**src/rtl/ats21_pkg.sv**
```systemverilog
// Shared types and constants for the ATS21 command issuer.
package ats21_pkg;

   localparam int unsigned INSTR_W = 32;
   localparam int unsigned WORD_W  = 16;
   localparam int unsigned STAT_W  = 2;
   localparam int unsigned DATA_W  = 24;

   typedef enum logic [2:0] {
      NOP       = 3'b000,
      SET_CLK   = 3'b001,
      TOGGLE_BC = 3'b010,
      SET_MODE  = 3'b011,
      SET_ALARM = 3'b101,
      SET_CNTDN = 3'b110,
      TOGGLE_AT = 3'b111
   } opcode_e;

   typedef enum logic [2:0] {
      IDLE,
      REQ,
      WORD_HI,
      WORD_LO,
      WAIT_RSP
   } issuer_state_e;

   typedef struct packed {
      logic [STAT_W-1:0] stat;
      logic [DATA_W-1:0] data;
   } ats_rsp_t;

   localparam logic [INSTR_W-1:0] NOP_INSTR    = 32'h0000_0000;
   localparam logic [STAT_W-1:0]  STAT_TIMEOUT = 2'b11;

endpackage

```
**src/rtl/ats21_instr_fifo.sv**
```systemverilog
// Per-client instruction FIFO; power-of-two depth so the pointers wrap naturally.
module ats21_instr_fifo
   import ats21_pkg::*;
#(
   parameter int unsigned WIDTH = INSTR_W,
   parameter int unsigned DEPTH = 4
) (
   input  logic                       clk,
   input  logic                       reset,
   input  logic                       push,
   input  logic [WIDTH-1:0]           wdata,
   input  logic                       pop,
   output logic [WIDTH-1:0]           rdata,
   output logic                       full,
   output logic                       empty,
   output logic [$clog2(DEPTH+1)-1:0] count
);

   localparam int unsigned PTR_W = $clog2(DEPTH);
   localparam int unsigned CNT_W = $clog2(DEPTH+1);

   logic [WIDTH-1:0] mem [DEPTH];
   logic [PTR_W-1:0] wr_ptr;
   logic [PTR_W-1:0] rd_ptr;
   logic             do_push;
   logic             do_pop;

   assign full    = (count == CNT_W'(DEPTH));
   assign empty   = (count == '0);
   assign do_push = push && !full;
   assign do_pop  = pop && !empty;
   assign rdata   = mem[rd_ptr];

   always_ff @(posedge clk or negedge reset) begin
      if (!reset) begin
         wr_ptr <= '0;
         rd_ptr <= '0;
         count  <= '0;
      end else begin
         if (do_push) wr_ptr <= wr_ptr + PTR_W'(1);
         if (do_pop)  rd_ptr <= rd_ptr + PTR_W'(1);
         case ({do_push, do_pop})
            2'b10:   count <= count + CNT_W'(1);
            2'b01:   count <= count - CNT_W'(1);
            default: count <= count;
         endcase
      end
   end

   // Storage needs no reset; occupancy is tracked by count.
   always_ff @(posedge clk) begin
      if (do_push) mem[wr_ptr] <= wdata;
   end

endmodule

```
**src/rtl/ats21_cmd_issuer.sv**
```systemverilog
// Pairs the A/B FIFO heads into one ATS21 transaction and returns the response.
module ats21_cmd_issuer
   import ats21_pkg::*;
#(
   parameter int unsigned DEPTH        = 4,
   parameter int unsigned RESP_TIMEOUT = 16
) (
   input  logic                clk,
   input  logic                reset,
   input  logic                a_valid,
   input  logic [INSTR_W-1:0]  a_instr,
   output logic                a_ready,
   input  logic                b_valid,
   input  logic [INSTR_W-1:0]  b_instr,
   output logic                b_ready,
   output logic                req,
   output logic [WORD_W-1:0]   ctrlA,
   output logic [WORD_W-1:0]   ctrlB,
   input  logic                ats_ready,
   input  logic [STAT_W-1:0]   ats_stat,
   input  logic [DATA_W-1:0]   ats_data,
   output logic                rsp_valid,
   output logic [STAT_W-1:0]   rsp_stat,
   output logic [DATA_W-1:0]   rsp_data,
   output logic                rsp_timeout,
   output logic                busy
);

   localparam int unsigned CNT_W = $clog2(DEPTH+1);
   localparam int unsigned TMO_W = $clog2(RESP_TIMEOUT);

   issuer_state_e      state;
   logic [INSTR_W-1:0] ir_a;
   logic [INSTR_W-1:0] ir_b;
   logic [INSTR_W-1:0] a_head;
   logic [INSTR_W-1:0] b_head;
   logic               a_full, a_empty, b_full, b_empty;
   logic [CNT_W-1:0]   a_count, b_count;
   logic               launch;
   logic [TMO_W-1:0]   wait_cnt;
   ats_rsp_t           rsp;

   assign launch  = (state == IDLE) && ((a_count != '0) || (b_count != '0));
   assign a_ready = !a_full && reset;
   assign b_ready = !b_full && reset;

   ats21_instr_fifo #(.WIDTH(INSTR_W), .DEPTH(DEPTH)) u_fifo_a (
      .clk(clk), .reset(reset), .push(a_valid && a_ready), .wdata(a_instr),
      .pop(launch), .rdata(a_head), .full(a_full), .empty(a_empty), .count(a_count)
   );

   ats21_instr_fifo #(.WIDTH(INSTR_W), .DEPTH(DEPTH)) u_fifo_b (
      .clk(clk), .reset(reset), .push(b_valid && b_ready), .wdata(b_instr),
      .pop(launch), .rdata(b_head), .full(b_full), .empty(b_empty), .count(b_count)
   );

   // Outputs are registered alongside the state so they decode the state being entered.
   always_ff @(posedge clk or negedge reset) begin
      if (!reset) begin
         state       <= IDLE;
         ir_a        <= NOP_INSTR;
         ir_b        <= NOP_INSTR;
         wait_cnt    <= '0;
         req         <= 1'b0;
         ctrlA       <= '0;
         ctrlB       <= '0;
         busy        <= 1'b0;
         rsp_valid   <= 1'b0;
         rsp_timeout <= 1'b0;
         rsp         <= '0;
      end else begin
         req       <= 1'b0;
         ctrlA     <= '0;
         ctrlB     <= '0;
         rsp_valid <= 1'b0;
         case (state)
            IDLE: begin
               if (launch) begin
                  ir_a  <= a_empty ? NOP_INSTR : a_head;
                  ir_b  <= b_empty ? NOP_INSTR : b_head;
                  req   <= 1'b1;
                  busy  <= 1'b1;
                  state <= REQ;
               end
            end
            REQ: begin
               ctrlA <= ir_a[31:16];
               ctrlB <= ir_b[31:16];
               state <= WORD_HI;
            end
            WORD_HI: begin
               ctrlA <= ir_a[15:0];
               ctrlB <= ir_b[15:0];
               state <= WORD_LO;
            end
            WORD_LO: begin
               wait_cnt <= '0;
               state    <= WAIT_RSP;
            end
            WAIT_RSP: begin
               if (ats_ready) begin
                  rsp         <= '{stat: ats_stat, data: ats_data};
                  rsp_valid   <= 1'b1;
                  rsp_timeout <= 1'b0;
                  busy        <= 1'b0;
                  state       <= IDLE;
               end else if (wait_cnt == TMO_W'(RESP_TIMEOUT - 1)) begin
                  rsp         <= '{stat: STAT_TIMEOUT, data: '0};
                  rsp_valid   <= 1'b1;
                  rsp_timeout <= 1'b1;
                  busy        <= 1'b0;
                  state       <= IDLE;
               end else begin
                  wait_cnt <= wait_cnt + TMO_W'(1);
               end
            end
            default: begin
               busy  <= 1'b0;
               state <= IDLE;
            end
         endcase
      end
   end

   assign rsp_stat = rsp.stat;
   assign rsp_data = rsp.data;

endmodule

```
**config.mk**
```make
export PLATFORM = sky130hd
export DESIGN_NAME = ats21_cmd_issuer
export DESIGN_NICKNAME = d
export VERILOG_FILES = /design/src/rtl/ats21_pkg.sv /design/src/rtl/ats21_instr_fifo.sv /design/src/rtl/ats21_cmd_issuer.sv
export SDC_FILE = /design/constraint.sdc
export NUM_CORES = 1
export LEC_CHECK = 0
export CORE_ASPECT_RATIO = 0.9
export CORE_MARGIN = 1.5
export CORE_UTILIZATION = 55
export DETAILED_ROUTE_END_ITERATION = 12
export GPL_TIMING_DRIVEN = 0
export PLACE_DENSITY = 0.88
export SLEW_MARGIN = 10
export SYNTH_ARGS = -nofsm -noshare
export SYNTH_HDL_FRONTEND = slang
export SYNTH_SLANG_ARGS = --single-unit
export TNS_END_PERCENT = 30
```
**constraint.sdc**
```tcl
create_clock -name clk -period 2.4 [get_ports clk]
set_input_delay 0.36 -clock clk [delete_from_list [all_inputs] [get_ports clk]]
set_output_delay 0.36 -clock clk [all_outputs]
set_load 0.1 [all_outputs]
```
m1.png
Drawn at 3 px/µm. Supply wires on this layer in gray.
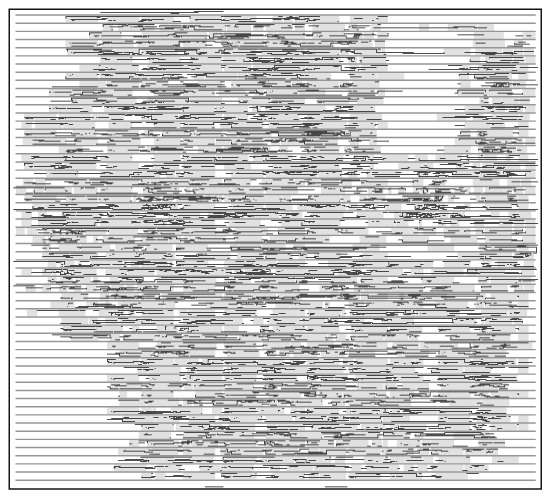
main direction = horizontal
longest straight run = 71.3 µm
share of all routed wire = 40%
vias: 7979
drt total wl: 33000 µm
M1 GR Usage: 32.2%

class_map.png
Drawn at 2 px/µm.
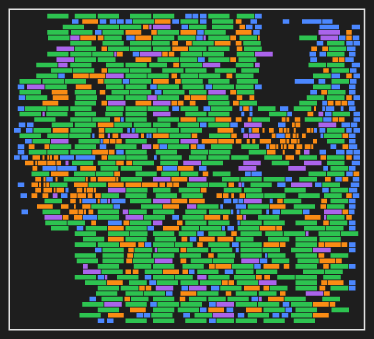
blue -> remaining buffers and delay cells  # cells 216, share of their area 12%
orange -> remaining logic cells  # cells 293, share of their area 18%
green -> registers  # cells 403, share of their area 62%
purple -> clock drivers and dummy loads  # cells 73, share of their area 7.4%

==> run summary <==
status: finished with violations
failing checks: negative hold slack
share of layout cells above drive strength 1: 20.5%
fin cells: 1339
Post-synth seq share: 76.0%
Synth Area in Adders: 1.19%
WHS: -0.147 ns
Initial DRC Count: 815
routability cong.: 0.754
Post-Syn Nets: 849
Commonest Layout Cell: edfxtp_1
clock group share of total power: 22.9%
worst path cell trace: clkdlybuf4s50_1
met2 usage: 39.4%
post_cts resized: 22
Internal: 16.9 mW
Hold Fails Final Rpt: 81
Reg clk slew, reported paths: 0.06 ns
final core area utilization: 69.6%
critical path type: reg -> out
## stage by stage
step                      total power, mW  worst slack (ns)  TNS [ns]
after detailed placement             21.2            -0.607    -47.81
after floorplan                      18.1             0.196         0
after global placement               20.7             -6.23  -2427.06
final                                27.6            0.0373         0
after global routing                 28.7           -0.0103   -0.0178
after CTS                            27.6           0.00170         0
## cell type report
cell class / instances / area, µm² / share of cell area, %
Multi-Input combinational cell: 275 / 3280 / 17.5
Clock inverter: 20 / 228 / 1.22
Buffer: 44 / 309 / 1.65
Tap cell: 354 / 443 / 2.37
Inverter: 18 / 67.6 / 0.361
Sequential cell: 403 / 11400 / 60.7
Timing Repair Buffer: 172 / 1900 / 10.2
Clock buffer: 53 / 1120 / 5.98
No activity file was given, so power comes from the tool's default toggle rates.
